Figure 1. Routed metal per tile (run 1).
The die is cut into 37 by 37 equal tiles; black is low, pale yellow is high, scaled to the fullest tile. Values are wire area over tile area, all layers added.
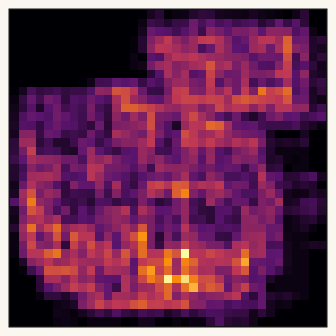
Figure 2. A small window of the routed layout (run 1).
Bar = 10 µm. Region (79, 42) to (104, 67) µm. Cells in grey, sequential cells in the stronger grey; small squares are vias.
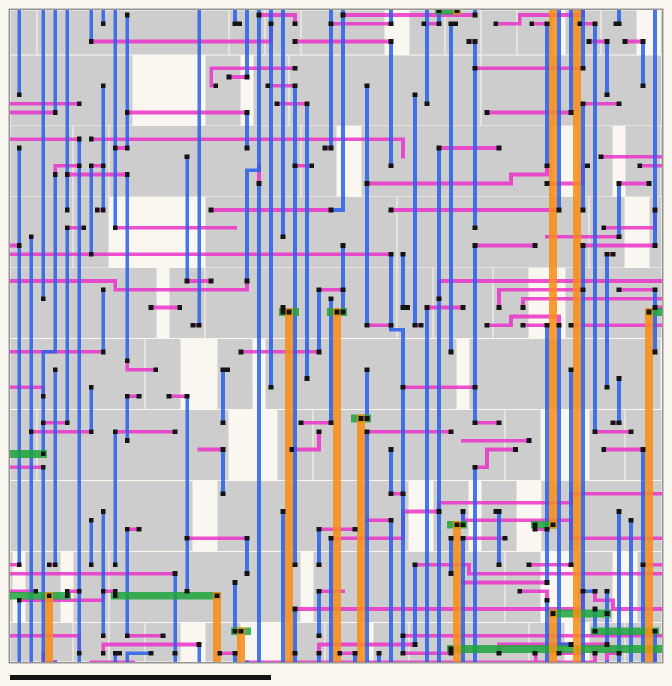
Figure 3. Placement view (run 1).
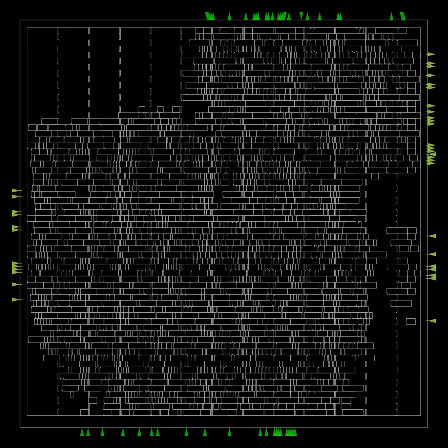
[config.mk]
export PLATFORM = sky130hd
export DESIGN_NAME = requant_pack_engine_flat
export DESIGN_NICKNAME = d
export VERILOG_FILES = /design/src/rtl/requant_pack_engine_if.sv /design/src/rtl/requant_pack_engine.sv /design/src/flat_wrapper.sv
export SDC_FILE = /design/constraint.sdc
export NUM_CORES = 1
export LEC_CHECK = 0
export ABC_CLOCK_PERIOD_IN_PS = 10800
export CAP_MARGIN = 25
export CORE_MARGIN = 3
export CORE_UTILIZATION = 60
export DETAILED_ROUTE_END_ITERATION = 6
export PLACE_DENSITY = 0.88
export SLEW_MARGIN = 10
export SYNTH_ARGS = -nofsm -noshare
export SYNTH_HDL_FRONTEND = slang
export SYNTH_SLANG_ARGS = --single-unit
export TNS_END_PERCENT = 1
[constraint.sdc]
create_clock -name clk -period 10.8 [get_ports clk]
set_clock_uncertainty 0.2 [all_clocks]
set_input_delay 2.16 -clock clk [delete_from_list [all_inputs] [get_ports clk]]
set_output_delay 2.16 -clock clk [all_outputs]
set_load 0.01 [all_outputs]
[src/rtl/requant_pack_engine_if.sv]
// requant_pack_engine_if: sample input stream, packed-word output stream and requant config.
interface requant_pack_engine_if #(
    parameter int IN_WIDTH    = 18,
    parameter int OUT_WIDTH   = 8,
    parameter int SCALE_WIDTH = 16,
    parameter int SHIFT_WIDTH = 5,
    parameter int PACK_N      = 4
);
    logic [IN_WIDTH-1:0]         din;
    logic                        din_valid;
    logic                        din_ready;
    logic [PACK_N*OUT_WIDTH-1:0] dout;
    logic [PACK_N-1:0]           dout_keep;
    logic                        dout_valid;
    logic                        dout_ready;
    logic [SCALE_WIDTH-1:0]      scale_config;
    logic [SHIFT_WIDTH-1:0]      shift_config;
    logic                        config_en;
    logic                        flush;

    modport slave (
        input  din, din_valid, dout_ready, scale_config, shift_config, config_en, flush,
        output din_ready, dout, dout_keep, dout_valid
    );
    modport master (
        output din, din_valid, dout_ready, scale_config, shift_config, config_en, flush,
        input  din_ready, dout, dout_keep, dout_valid
    );
endinterface

[src/rtl/requant_pack_engine.sv]
// requant_pack_engine: scale, shift and ReLU-clamp signed accumulations to unsigned bytes, packed PACK_N per word.
// Define REQUANT_ROUND_EN for round-half-up shifting; otherwise the shift truncates toward minus infinity.
module requant_pack_engine #(
    parameter int IN_WIDTH    = 18,
    parameter int OUT_WIDTH   = 8,
    parameter int SCALE_WIDTH = 16,
    parameter int SHIFT_WIDTH = 5,
    parameter int PACK_N      = 4
) (
    input logic clk,
    input logic rst_n,
    requant_pack_engine_if.slave bus
);
    localparam int P  = IN_WIDTH + SCALE_WIDTH + 1;
    localparam int LW = $clog2(PACK_N);
    localparam logic [LW-1:0] LAST = LW'(PACK_N - 1);

    logic [SCALE_WIDTH-1:0]      scale_q, scale_d;
    logic [SHIFT_WIDTH-1:0]      shift_q, shift_d, sh1_q, sh1_d;
    logic [P-1:0]                prod_q, prod_d, din_x, scale_x;
    logic [P:0]                  rnd;
    logic signed [P:0]           sum, t;
    logic [OUT_WIDTH-1:0]        byte_q, byte_d, clamp;
    logic                        v1_q, v1_d, v2_q, v2_d;
    logic [PACK_N*OUT_WIDTH-1:0] acc_q, acc_d, acc_w, dout_q, dout_d;
    logic [PACK_N-1:0]           keep_q, keep_d, keep_part;
    logic [LW-1:0]               lane_q, lane_d;
    logic                        dv_q, dv_d, fp_q, fp_d;
    logic                        full, stall, pipe_en, accept, load, fl_done;

    // The shift amount travels with its sample so a config change only affects later samples.
`ifdef REQUANT_ROUND_EN
    assign rnd = (sh1_q == '0) ? '0 : ((P+1)'(1) << (sh1_q - 1'b1));
`else
    assign rnd = '0;
`endif

    assign full          = lane_q == LAST;
    assign stall         = v2_q && full && dv_q && !bus.dout_ready;
    assign pipe_en       = !stall;
    assign bus.din_ready = pipe_en && !fp_q;
    assign accept        = bus.din_valid && bus.din_ready;
    assign load          = pipe_en && v2_q && full;
    assign fl_done       = fp_q && !v1_q && !v2_q && (!dv_q || bus.dout_ready);
    assign din_x         = {{(P-IN_WIDTH){bus.din[IN_WIDTH-1]}}, bus.din};
    assign scale_x       = {{(P-SCALE_WIDTH){1'b0}}, scale_q};
    assign sum           = {prod_q[P-1], prod_q} + rnd;
    assign t             = sum >>> sh1_q;
    assign clamp         = t[P] ? '0 : (|t[P-1:OUT_WIDTH]) ? '1 : t[OUT_WIDTH-1:0];
    assign bus.dout      = dout_q;
    assign bus.dout_keep = keep_q;
    assign bus.dout_valid = dv_q;

    always_comb begin
        acc_w = acc_q;
        acc_w[lane_q*OUT_WIDTH +: OUT_WIDTH] = byte_q;
        for (int k = 0; k < PACK_N; k++) keep_part[k] = k < int'(lane_q);
    end

    always_comb begin
        scale_d = bus.config_en ? bus.scale_config : scale_q;
        shift_d = bus.config_en ? bus.shift_config : shift_q;
        prod_d  = pipe_en ? din_x * scale_x : prod_q;
        sh1_d   = pipe_en ? shift_q : sh1_q;
        v1_d    = pipe_en ? accept : v1_q;
        byte_d  = pipe_en ? clamp : byte_q;
        v2_d    = pipe_en ? v1_q : v2_q;
        acc_d   = acc_q;
        lane_d  = lane_q;
        dout_d  = dout_q;
        keep_d  = keep_q;
        dv_d    = dv_q && !bus.dout_ready;
        fp_d    = fp_q || bus.flush;
        if (pipe_en && v2_q) begin
            acc_d  = full ? '0 : acc_w;
            lane_d = full ? '0 : lane_q + 1'b1;
        end
        if (load) begin
            dout_d = acc_w;
            keep_d = '1;
            dv_d   = 1'b1;
        end
        // Pipeline is empty here, so the partial word never collides with a packer load.
        if (fl_done) begin
            fp_d = 1'b0;
            if (lane_q != '0) begin
                dout_d = acc_q;
                keep_d = keep_part;
                dv_d   = 1'b1;
                lane_d = '0;
                acc_d  = '0;
            end
        end
    end

    always_ff @(posedge clk or negedge rst_n) begin
        if (!rst_n) begin
            scale_q <= '0;
            shift_q <= '0;
            sh1_q   <= '0;
            prod_q  <= '0;
            v1_q    <= 1'b0;
            byte_q  <= '0;
            v2_q    <= 1'b0;
            acc_q   <= '0;
            lane_q  <= '0;
            dout_q  <= '0;
            keep_q  <= '0;
            dv_q    <= 1'b0;
            fp_q    <= 1'b0;
        end else begin
            scale_q <= scale_d;
            shift_q <= shift_d;
            sh1_q   <= sh1_d;
            prod_q  <= prod_d;
            v1_q    <= v1_d;
            byte_q  <= byte_d;
            v2_q    <= v2_d;
            acc_q   <= acc_d;
            lane_q  <= lane_d;
            dout_q  <= dout_d;
            keep_q  <= keep_d;
            dv_q    <= dv_d;
            fp_q    <= fp_d;
        end
    end
endmodule

[src/flat_wrapper.sv]
// flat-port wrapper written by rule: the top's interface ports become plain ports
module requant_pack_engine_flat 
#(
    parameter int IN_WIDTH    = 18,
    parameter int OUT_WIDTH   = 8,
    parameter int SCALE_WIDTH = 16,
    parameter int SHIFT_WIDTH = 5,
    parameter int PACK_N      = 4
)
  (clk, rst_n, bus_din, bus_din_valid, bus_dout_ready, bus_scale_config, bus_shift_config, bus_config_en, bus_flush, bus_din_ready, bus_dout, bus_dout_keep, bus_dout_valid);
  requant_pack_engine_if #(.IN_WIDTH(IN_WIDTH), .OUT_WIDTH(OUT_WIDTH), .SCALE_WIDTH(SCALE_WIDTH), .SHIFT_WIDTH(SHIFT_WIDTH), .PACK_N(PACK_N)) bus_i ();
  input logic clk;
  input logic rst_n;
  input wire logic [$bits(bus_i.din)-1:0] bus_din;
  input wire logic [$bits(bus_i.din_valid)-1:0] bus_din_valid;
  input wire logic [$bits(bus_i.dout_ready)-1:0] bus_dout_ready;
  input wire logic [$bits(bus_i.scale_config)-1:0] bus_scale_config;
  input wire logic [$bits(bus_i.shift_config)-1:0] bus_shift_config;
  input wire logic [$bits(bus_i.config_en)-1:0] bus_config_en;
  input wire logic [$bits(bus_i.flush)-1:0] bus_flush;
  output wire logic [$bits(bus_i.din_ready)-1:0] bus_din_ready;
  output wire logic [$bits(bus_i.dout)-1:0] bus_dout;
  output wire logic [$bits(bus_i.dout_keep)-1:0] bus_dout_keep;
  output wire logic [$bits(bus_i.dout_valid)-1:0] bus_dout_valid;
  assign bus_i.din = bus_din;
  assign bus_i.din_valid = bus_din_valid;
  assign bus_i.dout_ready = bus_dout_ready;
  assign bus_i.scale_config = bus_scale_config;
  assign bus_i.shift_config = bus_shift_config;
  assign bus_i.config_en = bus_config_en;
  assign bus_i.flush = bus_flush;
  assign bus_din_ready = bus_i.din_ready;
  assign bus_dout = bus_i.dout;
  assign bus_dout_keep = bus_i.dout_keep;
  assign bus_dout_valid = bus_i.dout_valid;
  requant_pack_engine #(.IN_WIDTH(IN_WIDTH), .OUT_WIDTH(OUT_WIDTH), .SCALE_WIDTH(SCALE_WIDTH), .SHIFT_WIDTH(SHIFT_WIDTH), .PACK_N(PACK_N)) u_core (.clk(clk), .rst_n(rst_n), .bus(bus_i));
endmodule
==> impl_metrics.tcl, run 1 <==
# implementation run metrics
set metrics [dict create \
    clockBufferCount 20 \
    reg2regPathDepth 19 \
    finalSetupViolCount 0 \
    post_cts_resized 0 \
    synth.top_cell.area_share_pct 31.2 \
    sh_comb_area_pct 65.8 \
    run_status "finished, final reports clean" \
    clock.fmax_ghz 0.114 \
    cp_top_family "adder cells" \
    synthAdderAreaFrac_pct 37.5 \
    grtUsageMet3_pct 4.54 \
    route.met2.wl_um 22600 \
    top_register "u_core.prod_q" \
    path_buffers 4 \
    place_area_mm2 0.0198 \
    syn_area_mm2 0.0188 \
    ys_ff 143 \
    grt_use_met2_pct 48.1 \
    critical_path_arrival_ns 8.84 \
    top_area_cell "fa_1" \
    nets 2533 \
    io_buffers 82 \
    setup.reg_to_reg.worst_slack_ns 3.78 \
    grt_pass1_vias 15900 \
]
## Picture notes: Figure 1
tiles over half the peak: 9.9%
nearly empty tiles: 16%
densest ninth of the die: south
emptiest ninth of the die: north-west
fullest tile: 0.87
mean over tiles: 0.22
total wire length: 44,700 µm
GR Util All Layers: 27.8%

## Picture notes: Figure 2
legend:
  green:
    layer: M3
  orange:
    layer: M4
  magenta:
    layer: M1
  blue:
    layer: M2
most frequent: inv_1 (27), fa_1 (20), nand2_1 (12)
sequential cells in the window: 0
cells with their middle in the window: 63

## Picture notes: Figure 3
Layout Utilization: 66.5%
# Taps: 396
flop count: 143
core area: 0.0307 mm²
post-route insts no fill: 2,509

run 1: cell families after synthesis:
logic type | Yosys count
AND/OR/NAND/NOR | 672
buffers and inverters | 470
AND-OR/OR-AND | 299
adder cells (fa/ha/maj) | 388
flip-flops | 143
multiplexers | 88
XOR/XNOR | 35
Figure 4. Gate-type map (run 1).
Bar = 50 µm.
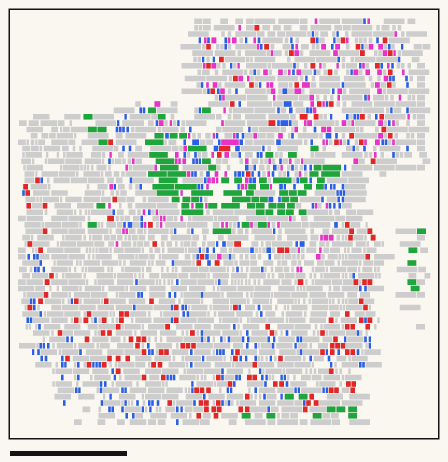

==> inputs of run 2 (changes only) <==
--- a/config.mk
+++ b/config.mk
@@ -5,7 +5,7 @@
 export SDC_FILE = /design/constraint.sdc
 export NUM_CORES = 1
 export LEC_CHECK = 0
-export ABC_CLOCK_PERIOD_IN_PS = 10800
+export ABC_CLOCK_PERIOD_IN_PS = 8350
 export CAP_MARGIN = 25
 export CORE_MARGIN = 3
 export CORE_UTILIZATION = 60
==> constraint.sdc (replaced) <==
create_clock -name clk -period 8.35 [get_ports clk]
set_clock_uncertainty 0.2 [all_clocks]
set_input_delay 1.67 -clock clk [delete_from_list [all_inputs] [get_ports clk]]
set_output_delay 1.67 -clock clk [all_outputs]
set_load 0.01 [all_outputs]
Figure 5. Gate-type map (run 2).
Bar = 50 µm.
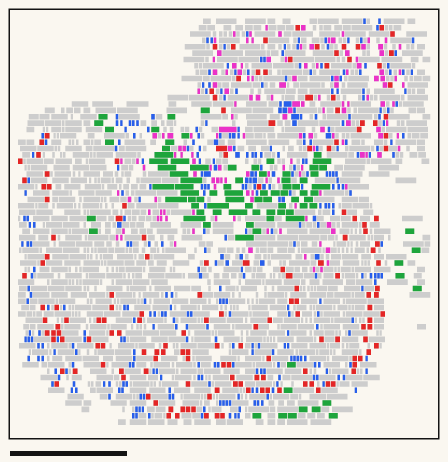
legend:
  magenta:
    family: nor cells
    cells: 150
  red:
    family: and/or cells
    cells: 168
    where: spread over the die
  green:
    family: mux cells
    cells: 88
  blue:
    family: nand cells
    cells: 354
    where: spread over the die
Comb area share: 65.4%
Top cell excl fill/tap: inv_1
post-route insts no fill: 2,535

==> run 2 against run 1 <==
Net effect:
- setup slack got worse by 1.7 ns
- final cell count is 1.0% higher
- global-route usage is 0.42 points higher
- critical path type unchanged
- critical endpoint is now u_core.prod_q[27]$_DFFE_PN0N_
==> impl_metrics.tcl, run 2 <==
# implementation run metrics
set metrics [dict create \
    run_status "finished, final reports clean" \
    io_buffers 82 \
    critical_path_arrival_ns 8.05 \
    path_buffers 6 \
    grt_usage_pct 28.2 \
    reg2regPathDepth 20 \
    syn_area_per_cell_um2 8.97 \
    dr_wl_met3_um 2660 \
    route.met2.wl_um 22400 \
    nets 2559 \
    synth.top_cell.area_share_pct 31.2 \
    coreArea_mm2 0.0307 \
    finalSetupViolCount 0 \
    top_register "u_core.prod_q" \
    grt_use_met2_pct 48.5 \
    worstSetupEndpointType "flip-flop" \
    grtUsageMet3_pct 3.83 \
    antenna_left 0 \
    syn_area_mm2 0.0188 \
    clock.fmax_ghz 0.126 \
    place_area_mm2 0.0200 \
    post_cts_resized 0 \
    top_area_cell "fa_1" \
    utilization_pct 66.9 \
    grt_pass1_vias 16000 \
    ys_ff 143 \
]
-- run 2: cell counts after synthesis --
Identical to the previous run, type by type.
-- run 2: layout make-up --
class	instances	area share, %
Clock inverter	14	0.609
Inverter	359	6.55
Clock buffer	18	2.09
Sequential cell	143	17.4
Timing Repair Buffer	123	5.56
Multi-Input combinational cell	1482	65.4
Tap cell	396	2.41
-- run 2: kinds of logic after synthesis --
family | count (synthesis) | share of synthesized area [%]
compound gates | 299 | 9.12
flops | 143 | 19.0
xor+xnor | 35 | 1.63
buf+inv | 470 | 9.53
mux | 88 | 6.33
simple gates | 672 | 16.8
fa+ha+maj | 388 | 37.5
==> inputs of run 3 (changes only) <==
--- a/config.mk
+++ b/config.mk
@@ -10,7 +10,7 @@
 export CORE_MARGIN = 3
 export CORE_UTILIZATION = 60
 export DETAILED_ROUTE_END_ITERATION = 6
-export PLACE_DENSITY = 0.88
+export PLACE_DENSITY = 0.79
 export SLEW_MARGIN = 10
 export SYNTH_ARGS = -nofsm -noshare
 export SYNTH_HDL_FRONTEND = slang
==> run 3 against run 2 <==
Net effect:
- via count down 1.8%
- cell area increased by 0.23%
- critical path depth is 1 lower
- highest routed layer unchanged
- core utilization increased by 0.15 points
- sequential share of layout area hardly changed
==> impl_metrics.tcl, run 3 <==
# implementation run metrics
set metrics [dict create \
    run_status "finished, final reports clean" \
    synthAdderAreaFrac_pct 37.5 \
    buffers 129 \
    syn_area_mm2 0.0188 \
    final-nonclk-buf-share_pct 5.76 \
    finalClockPeriodUsage_pct 94.4 \
    yosys_cells 2095 \
    edf_count 0 \
    grt_pass1_vias 15700 \
    synthAoiAreaFrac_pct 9.12 \
    reg2regPathDepth 18 \
    finalSetupViolCount 0 \
    setup.reg_to_reg.worst_slack_ns 1.50 \
    xor_area_share_pct 1.63 \
    antenna_left 0 \
    yosys-top-cells-area "fa_1, dfrtp_1, inv_1, nand2_1, ha_1" \
    top_register "u_core.prod_q" \
    sh_comb_area_pct 65.2 \
    place_area_mm2 0.0200 \
    syn_area_per_cell_um2 8.97 \
    synthSimpleGateAreaFrac_pct 16.8 \
    nets 2565 \
    coreArea_mm2 0.0307 \
    nWellTaps 396 \
    io_buffers 82 \
    clock.fmax_ghz 0.127 \
    largestClassByArea "multi-input combinational cells" \
    top_area_cell "fa_1" \
    ys_ff 143 \
    path_buffers 5 \
    synth.top_cell.area_share_pct 31.2 \
    worstMarginPinSlew_ns 0.978 \
    layout_top_cell "inv_1" \
    clk_share_pct 2.70 \
    clockBufferCount 20 \
    grt_usage_pct 27.8 \
    cp_top_family "adder cells" \
    flops 143 \
    worstSetupEndpointType "flip-flop" \
    post_cts_resized 0 \
]
run 3: cell count changes in the layout (fill, tap and decap cells not counted), sizes merged:
cell / change
buf: +5
bufinv: +1
clkbuf: +3
clkinv: +1
clkinvlp: +1
inv: -5
run 3: per-layer routing:
metal | part of all wire [%] | up-vias | GRT usage (%)
li1 | - | 6624 | -
met1 | 41 | 7319 | 36.0
met2 | 51 | 508 | 48.8
met3 | 5.6 | 97 | 3.57
met4 | 2.8 | 0 | 9.26
met5 | 0 | - | 0
Figure 6. Placement view (run 3).
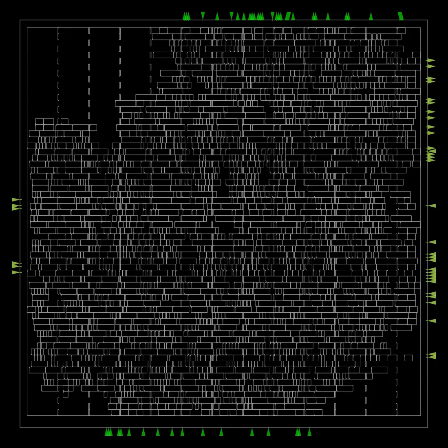
Seq area share: 17.4%
fillcell total: 2,423
post-route insts no fill: 2,541

